==> src/rtl/kd_io_pkg.sv <==
// rtl/kd_io_pkg.sv - shared lane geometry for the aggregator/disaggregator pair
package kd_io_pkg;

  localparam int DSIZE       = 11;
  localparam int FETCH_WIDTH = 6;
  localparam int WIDE_WIDTH  = DSIZE * FETCH_WIDTH;

  function automatic logic [DSIZE-1:0] lane_sel(input logic [WIDE_WIDTH-1:0] word, input int idx);
    return word[idx*DSIZE +: DSIZE];
  endfunction

endpackage

==> src/rtl/disaggregator_if.sv <==
// rtl/disaggregator_if.sv - wide sender / narrow receiver FIFO-style handshake bundle
interface disaggregator_if #(
  parameter int DATA_WIDTH  = kd_io_pkg::DSIZE,
  parameter int FETCH_WIDTH = kd_io_pkg::FETCH_WIDTH
);

  logic [FETCH_WIDTH*DATA_WIDTH-1:0] sender_data;
  logic                              sender_empty_n;
  logic                              sender_deq;
  logic [DATA_WIDTH-1:0]             receiver_data;
  logic                              receiver_full_n;
  logic                              receiver_enq;

  modport master (
    output sender_data, sender_empty_n, receiver_full_n,
    input  sender_deq, receiver_data, receiver_enq
  );

  modport slave (
    input  sender_data, sender_empty_n, receiver_full_n,
    output sender_deq, receiver_data, receiver_enq
  );

endinterface

==> src/rtl/disaggregator.sv <==
// rtl/disaggregator.sv - unpacks one wide word into fw_r narrow lanes, lane 0 first
module disaggregator #(
  parameter int DATA_WIDTH  = kd_io_pkg::DSIZE,
  parameter int FETCH_WIDTH = kd_io_pkg::FETCH_WIDTH
) (
  input  logic                   clk,
  input  logic                   rst,
  disaggregator_if.slave         bus,
  input  logic                   change_fetch_width,
  input  logic [2:0]             input_fetch_width,
  output logic                   busy
);

  localparam int                   CNT_WIDTH = $clog2(FETCH_WIDTH + 1);
  localparam logic [CNT_WIDTH-1:0] FW_MAX    = CNT_WIDTH'(FETCH_WIDTH);

  logic [FETCH_WIDTH*DATA_WIDTH-1:0] buf_r;
  logic [CNT_WIDTH-1:0]              count_r;
  logic [CNT_WIDTH-1:0]              fw_r;
  logic [CNT_WIDTH-1:0]              fw_req;
  logic                              load_cycle;
  logic                              deq;
  logic                              enq;

  // Refill on the last lane's enq keeps the narrow side at one lane per cycle.
  always_comb begin
    load_cycle = change_fetch_width && (count_r == '0);
    enq        = !rst && (count_r != '0) && bus.receiver_full_n;
    deq        = !rst && bus.sender_empty_n && !load_cycle &&
                 ((count_r == '0) || ((count_r == CNT_WIDTH'(1)) && enq));
    if (int'(input_fetch_width) > FETCH_WIDTH) begin
      fw_req = FW_MAX;
    end else begin
      fw_req = CNT_WIDTH'(input_fetch_width);
    end
  end

  assign bus.sender_deq    = deq;
  assign bus.receiver_enq  = enq;
  assign bus.receiver_data = rst ? '0 : buf_r[DATA_WIDTH-1:0];
  assign busy              = !rst && (count_r != '0);

  always_ff @(posedge clk) begin
    if (rst) begin
      buf_r   <= '0;
      count_r <= '0;
      fw_r    <= FW_MAX;
    end else begin
      if (load_cycle && (input_fetch_width != 3'd0)) begin
        fw_r <= fw_req;
      end
      if (deq) begin
        buf_r   <= bus.sender_data;
        count_r <= fw_r;
      end else if (enq) begin
        buf_r   <= buf_r >> DATA_WIDTH;
        count_r <= count_r - CNT_WIDTH'(1);
      end
    end
  end

endmodule

==> src/flat_wrapper.sv <==
// flat-port wrapper written by rule: the top's interface ports become plain ports
module disaggregator_flat 
#(
  parameter int DATA_WIDTH  = kd_io_pkg::DSIZE,
  parameter int FETCH_WIDTH = kd_io_pkg::FETCH_WIDTH
)
  (clk, rst, change_fetch_width, input_fetch_width, busy, bus_sender_data, bus_sender_empty_n, bus_receiver_full_n, bus_sender_deq, bus_receiver_data, bus_receiver_enq);
  disaggregator_if #(.DATA_WIDTH(DATA_WIDTH), .FETCH_WIDTH(FETCH_WIDTH)) bus_i ();
  input  logic clk;
  input  logic rst;
  input  logic change_fetch_width;
  input  logic [2:0] input_fetch_width;
  output logic busy;
  input wire logic [$bits(bus_i.sender_data)-1:0] bus_sender_data;
  input wire logic [$bits(bus_i.sender_empty_n)-1:0] bus_sender_empty_n;
  input wire logic [$bits(bus_i.receiver_full_n)-1:0] bus_receiver_full_n;
  output wire logic [$bits(bus_i.sender_deq)-1:0] bus_sender_deq;
  output wire logic [$bits(bus_i.receiver_data)-1:0] bus_receiver_data;
  output wire logic [$bits(bus_i.receiver_enq)-1:0] bus_receiver_enq;
  assign bus_i.sender_data = bus_sender_data;
  assign bus_i.sender_empty_n = bus_sender_empty_n;
  assign bus_i.receiver_full_n = bus_receiver_full_n;
  assign bus_sender_deq = bus_i.sender_deq;
  assign bus_receiver_data = bus_i.receiver_data;
  assign bus_receiver_enq = bus_i.receiver_enq;
  disaggregator #(.DATA_WIDTH(DATA_WIDTH), .FETCH_WIDTH(FETCH_WIDTH)) u_core (.clk(clk), .rst(rst), .bus(bus_i), .change_fetch_width(change_fetch_width), .input_fetch_width(input_fetch_width), .busy(busy));
endmodule
==> config.mk <==
export PLATFORM = sky130hd
export DESIGN_NAME = disaggregator_flat
export DESIGN_NICKNAME = d
export VERILOG_FILES = /design/src/rtl/kd_io_pkg.sv /design/src/rtl/disaggregator_if.sv /design/src/rtl/disaggregator.sv /design/src/flat_wrapper.sv
export SDC_FILE = /design/constraint.sdc
export NUM_CORES = 1
export LEC_CHECK = 0
export ABC_AREA = 0
export CORE_MARGIN = 3
export CORE_UTILIZATION = 34
export CTS_CLUSTER_DIAMETER = 30
export CTS_CLUSTER_SIZE = 12
export DETAILED_ROUTE_END_ITERATION = 8
export PLACE_DENSITY = 0.7
export RECOVER_POWER = 25
export SYNTH_ARGS = -nofsm -noshare
export SYNTH_HDL_FRONTEND = slang
export SYNTH_SLANG_ARGS = --single-unit
export TNS_END_PERCENT = 100
==> constraint.sdc <==
create_clock -name clk -period 1.6 [get_ports clk]
set_clock_uncertainty 0.15 [all_clocks]
set_input_delay 0.16 -clock clk [delete_from_list [all_inputs] [get_ports clk]]
set_output_delay 0.16 -clock clk [all_outputs]
set_load 0.03 [all_outputs]
Fig. 1: cell outlines without signal wires
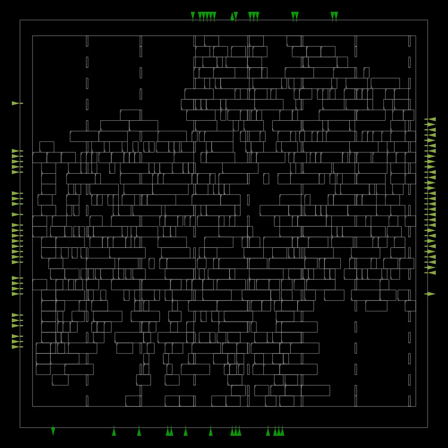
flop count: 72
n_taps: 129

Fig. 2: placed cells, one colour a class
Fill, decap, tap and diode cells in grey.
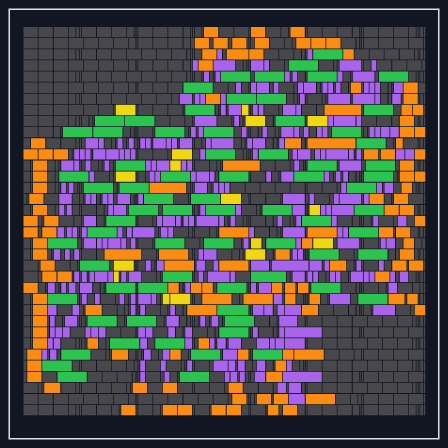
[all other logic] purple | cells: 301 | share of their area: 37%
[flip-flops] green | cells: 72 | share of their area: 30%
[clock drivers and dummy loads] yellow | cells: 16 | share of their area: 3.7%
[other buffers and delay cells] orange | cells: 125 | share of their area: 29%
Core Util, Final: 52.52%
flop share of the area: 29.38%

-- flip-flops by register name, summed over array words and instances (netlist names) --
| register | flops |
|---|---|
| u_core.buf_r | 66 |
| u_core.count_r | 3 |
| u_core.fw_r | 3 |
-- synth_stat cells --
master	count	area (um^2)
nand2_1	127	476.7
dfxtp_1	72	1441
nor2_1	60	225.2
a311oi_1	40	350.3
a311oi_2	16	240.2
a21oi_1	13	65.06
clkbuf_1	13	48.80
nand3_1	13	65.06
nor2b_1	13	81.33
buf_2	12	60.06
buf_6	6	67.56
buf_4	5	37.54
ha_1	3	37.54
inv_1	3	11.26
a221o_1	2	20.02
o21ai_0	2	10.01
a211oi_2	1	12.51
and3b_1	1	8.760
buf_1	1	3.750
inv_2	1	3.750
nand2b_1	1	6.260
o2111ai_1	1	8.760
o211ai_1	1	7.510
o31ai_1	1	7.510
or3_1	1	6.260
xnor2_1	1	8.760
-- final timing paths --
check,start,endpoint,depth (start not counted)
worst max-delay path,u_core.count_r[1],bus_sender_deq,8
worst max register to register,u_core.count_r[1],u_core.buf_r[48],9
worst min-delay path,rst,u_core.count_r[0],3
worst min register to register,u_core.fw_r[1],u_core.count_r[1],2
-- per-stage QoR --
stage / util [%] / worst slack (ps) / setup TNS (ps) / hold slack [ps]
floorplan: - / -79.78 / -3314 / 146.0
global placement: 47.32 / -304.3 / -18610 / 298.3
detailed placement: 47.32 / -367.4 / -20670 / 298.5
CTS: 51.00 / -415.4 / -24220 / 99.02
global route: 52.52 / -474.8 / -28430 / 163.9
finish: 52.52 / -392.4 / -21590 / 153.1
-- kinds of logic after synthesis --
kind of cell	after synthesis	share of synthesized area, %
simple gates	216	26.26
buf+inv	41	7.027
compound gates	77	21.80
xor+xnor	1	0.2645
fa+ha+maj	3	1.133
flops	72	43.52
-- area by class of cell --
cell class	count	area, um^2
clock inverters	5	32.53
clock buffers	11	141.4
inverters	4	25.02
multi-input cells	297	1742
well taps	129	161.4
flip-flops and latches	72	1446
fillers	895	4449
repair buffers	125	1374
-- power by group through the flow --
stage	logic [mW]	clock network [mW]	registers, mW
after floorplan	0.888	0	2.18
after global placement	1.37	0	2.21
after detailed placement	1.41	0	2.21
after CTS	1.59	1.31	2.18
after global routing	1.84	1.39	2.21
final	1.70	1.27	2.19
-- routing by layer --
layer / GRT usage, % / up-vias / part of all wire (%)
met2: 26.75 / 104 / 47
li1: - / 1615 / -
met4: 5.061 / 0 / 1.3
met5: 0 / - / 0
met1: 20.81 / 1506 / 45
met3: 5.188 / 12 / 6.4
-- critical path, delay by kind of cell (launching register included) --
kind / cells / cell delay [ps]
compound gates: 1 / 210
buf+inv: 5 / 450
flops: 1 / 350
fa+ha+maj: 1 / 150
simple gates: 1 / 180
-- timing repair --
item	in CTS	in global routing
gates cloned	1	4
gates resized	23	14
pin swaps	3	7
setup endpoints to repair	74	85
setup buffers	6	0
==> flow_summary.ini <==
; synthesis and place-and-route metrics
[setup_path]
crit_chain = inv_4, ha_4, and3b_1, o2111ai_4, buf_12, inv_4, buf_6, buf_6
path_max_fanout = 3
crit_type = reg -> out
end_kind = output port
crit_required_ps = 1290
crit_slowest_cell = dfxtp_2
cp.arrival_ps = 1680
r2r_setup_slack_ps = -360
cpPeakStageDelay_ps = 350
start_kind = flop

[synthesis]
synth-seq-cells = 72
synth_seq_share_pct = 43.52
yosysWarnings = 0
ys_cells = 410
synth_area_um2 = 3312
ys_chip_area_um2 = 3312
fp_nets = 487
synth.distinct_cells = 26
synthCells = 410
avgSynthCellArea_um2 = 8.078

[grt]
grt_usage_pct = 16.43
grt_pass1_vias = 3235
antenna_found_initial = 0
grt_pass1_wl_um = 14880
grt_max_degree = 35
grt_overflow = 0

[final_layout]
fin_nets = 586
final_cell_mix = nand2_1, clkdlybuf4s50_1, dfxtp_1
drive_gt1_share_pct = 20.43
syn2layout_area_growth_pct = 48.62
diodes = 0
fin_cells = 643
final_common_cell = nand2_1
fin_area_um2 = 4922

[clock_tree]
clkLatencyLatePin_ps = 340
cts_tree = yes
postCtsHoldBufs = 0
clock_sinks = 72
cts_buffers = 9
cts_root_buffer = clkbuf_8
htree_levels = 3
cts_buffer_depth = 2
path_clk_slew_ps = 70

[power]
p_leak_nw = 1.762
power_density_nw_per_um2 = 1046
p_total_mw = 5.149
power.share.combinational_pct = 32.9
p_sw_share_pct = 31.20
seqPwrFrac_pct = 42.4
p_int_mw = 3.543
switchingPower_mw = 1.607
pwr-share-clk_pct = 24.6
max-vdd-ir-drop_uv = 396.5

[final_timing]
slew_violations = 0
fmax_ghz = 0.5019
rsz0062_at_grt = yes
setup_viol_count_final = 73
hold_violations = 0
finalWorstSetupSlack_ps = -392.4
timing.final.crit_period_ps = 1992
worstMarginPinSlew_ps = 360.1
period_used_pct = 124.5
slew_headroom_pct = 75.99

[route]
via_per_inst = 5.034
drt-initial-drc-count = 218
vias = 3237
route.detailed.drc = 0
dr.pass1.iters = 4
routedWlPerCell_um = 14.49
wl_um = 9317
ant_nets = 0

[die]
die_area_um2 = 10960
fp_util_pct = 35.34
die_h_um = 104.7
core_um2 = 9371
rows = 35
ios = 88
die_w_um = 104.7

[place]
dp_cells = 616
numPortBuffers = 87
place_area_um2 = 4434
dp_hpwl_um = 6312
place.gp.congestion = 0.8348

[hold_path]
hp-class = in -> reg

[status]
outcome = finished with violations
violations = setup timing

[flow_run]
drv_cap = 0
tool_warnings = 31
No activity file was given, so power comes from the tool's default toggle rates.
